`src/rtl/add64_seq_arbiter.sv`:
```
// Two-requester 64-bit adder built from one shared 32-bit slice.
// Round-robin grant, low half then high half, result held until the consumer takes it.
module thirty_two_bit_adder (
  input  logic [31:0] a,
  input  logic [31:0] b,
  input  logic        cin,
  output logic        cout,
  output logic [31:0] sum
);
  assign {cout, sum} = {1'b0, a} + {1'b0, b} + {32'd0, cin};
endmodule

module add64_seq_arbiter (
  input  logic        clk,
  input  logic        rst_n,
  input  logic        req0_valid,
  input  logic [63:0] req0_a,
  input  logic [63:0] req0_b,
  output logic        req0_ready,
  input  logic        req1_valid,
  input  logic [63:0] req1_a,
  input  logic [63:0] req1_b,
  output logic        req1_ready,
  output logic        rsp_valid,
  input  logic        rsp_ready,
  output logic        rsp_id,
  output logic [63:0] rsp_sum,
  output logic        rsp_cout,
  output logic        rsp_ovrflow
);
  typedef enum logic [1:0] {IDLE, LO, HI, DONE} state_t;
  typedef struct packed {
    logic [63:0] a;
    logic [63:0] b;
    logic        id;
  } req_t;

  state_t      state, state_nx;
  req_t        op;
  logic        last_gnt;
  logic        grant;
  logic        any_req;
  logic        c1;
  logic [31:0] sum_lo;
  logic [31:0] s_a, s_b, s_sum;
  logic        s_cin, s_cout;

  // Both valid: alternate away from last grantee; otherwise whoever is valid.
  assign any_req = req0_valid | req1_valid;
  assign grant   = (req0_valid & req1_valid) ? ~last_gnt : req1_valid;

  // Gated by rst_n so neither ready can assert while reset holds state at IDLE.
  assign req0_ready = rst_n & (state == IDLE) & req0_valid & ~grant;
  assign req1_ready = rst_n & (state == IDLE) & req1_valid &  grant;
  assign rsp_valid  = (state == DONE);

  always_comb begin
    s_a   = op.a[31:0];
    s_b   = op.b[31:0];
    s_cin = 1'b0;
    if (state == HI) begin
      s_a   = op.a[63:32];
      s_b   = op.b[63:32];
      s_cin = c1;
    end
  end

  thirty_two_bit_adder u_slice (
    .a   (s_a),
    .b   (s_b),
    .cin (s_cin),
    .cout(s_cout),
    .sum (s_sum)
  );

  always_comb begin
    state_nx = state;
    case (state)
      IDLE:    if (any_req) state_nx = LO;
      LO:      state_nx = HI;
      HI:      state_nx = DONE;
      DONE:    if (rsp_ready) state_nx = IDLE;
      default: state_nx = IDLE;
    endcase
  end

  always_ff @(posedge clk or negedge rst_n) begin
    if (!rst_n) begin
      state       <= IDLE;
      last_gnt    <= 1'b1;
      op          <= '0;
      c1          <= 1'b0;
      sum_lo      <= '0;
      rsp_id      <= 1'b0;
      rsp_sum     <= '0;
      rsp_cout    <= 1'b0;
      rsp_ovrflow <= 1'b0;
    end else begin
      state <= state_nx;
      case (state)
        IDLE: if (any_req) begin
          op.a     <= grant ? req1_a : req0_a;
          op.b     <= grant ? req1_b : req0_b;
          op.id    <= grant;
          last_gnt <= grant;
        end
        LO: begin
          sum_lo <= s_sum;
          c1     <= s_cout;
        end
        HI: begin
          rsp_sum     <= {s_sum, sum_lo};
          rsp_cout    <= s_cout;
          rsp_ovrflow <= (~s_sum[31] & op.a[63] & op.b[63]) |
                         ( s_sum[31] & ~op.a[63] & ~op.b[63]);
          rsp_id      <= op.id;
        end
        default: ;
      endcase
    end
  end
endmodule
```
`config.mk`:
```
export PLATFORM = sky130hd
export DESIGN_NAME = add64_seq_arbiter
export DESIGN_NICKNAME = d
export VERILOG_FILES = /design/src/rtl/add64_seq_arbiter.sv
export SDC_FILE = /design/constraint.sdc
export NUM_CORES = 1
export LEC_CHECK = 0
export ABC_AREA = 0
export CAP_MARGIN = 0
export CELL_PAD_IN_SITES_DETAIL_PLACEMENT = 0
export CELL_PAD_IN_SITES_GLOBAL_PLACEMENT = 1
export CORE_ASPECT_RATIO = 0.5
export CORE_MARGIN = 5
export CORE_UTILIZATION = 41
export DETAILED_ROUTE_END_ITERATION = 8
export GPL_TIMING_DRIVEN = 0
export PLACE_DENSITY_LB_ADDON = 0.12
export SYNTH_ARGS = -nofsm -noshare
export SYNTH_HDL_FRONTEND = slang
export SYNTH_SLANG_ARGS = --single-unit
```
`constraint.sdc`:
```
create_clock -name clk -period 6.15 [get_ports clk]
set_input_delay 0.615 -clock clk [delete_from_list [all_inputs] [get_ports clk]]
set_output_delay 0.615 -clock clk [all_outputs]
set_load 0.01 [all_outputs]
```
==> run notes <==
impl run done, here's what came out: status=finished clean, Cell Area, Placed=16000 sq um, crit path DRT=6.52 ns, io pins=331, Area Overhead vs Synth=38.3%, CP startpoint=state[0], H-tree levels=1, drc violations=0, Power Sequential=2.74 mW, antenna viol nets, final=0, clock sinks=232, Worst Hold Class=in -> async, routing usage on met3=0.0513, Warnings, synthesis=0, most frequent cell after synthesis=dfrtp_1, clk pwr=1.55 mW, Flops after synth=232, placed cell count=1829, DR WL/cell=20.6 microns, total power=10.6 mW, GRT met2 Usage=0.364, clk ins delay skew pair=0.52 ns, initial drt markers=613, final hold vios=0, IO Port Bufs=330, Die Y=132 microns, area fraction in and, or, nand and nor cells=0.0746, seq_cells=232, post-synth net total=1405, Leak=7.27 nW, Logic pwr share=0.597, WL met3=2410 microns, final wirelength=38600 microns, CTS tree=done, Layout non-clock buf frac=0.214, metal2 WL=17700 microns, Setup Fix Bufs, Post-CTS=0, fraction of area in registers=0.346, core occupancy in the finished layout=0.578, final net count=1760, total number of vias=9792, Post-Layout Cell Count=1871, clk_buf instances=28, met1 usage=0.324, switching pwr=4.67 mW, Final Cycle Share=0.843, Inverters excl. clock=14, asr flop ratio synth=1.00, Hold Slack=0.184 ns, Routability Congestion=0.883
Signal wires on met1:
Scale: 2 px per micron. Supply wires on this layer in grey.
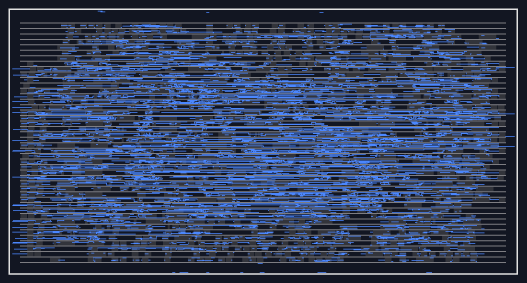
share of all routed wire: 46%
nets with wire on the layer: 1604
longest straight run: 98.0 microns

M2 wires:
Scale: 2 px per micron.
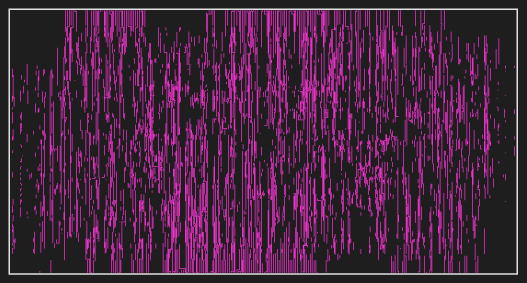
nets with wire on the layer: 1509
share of all routed wire: 46%
main direction: vertical
longest straight run: 94.2 microns

No activity file was given, so power comes from the tool's default toggle rates.
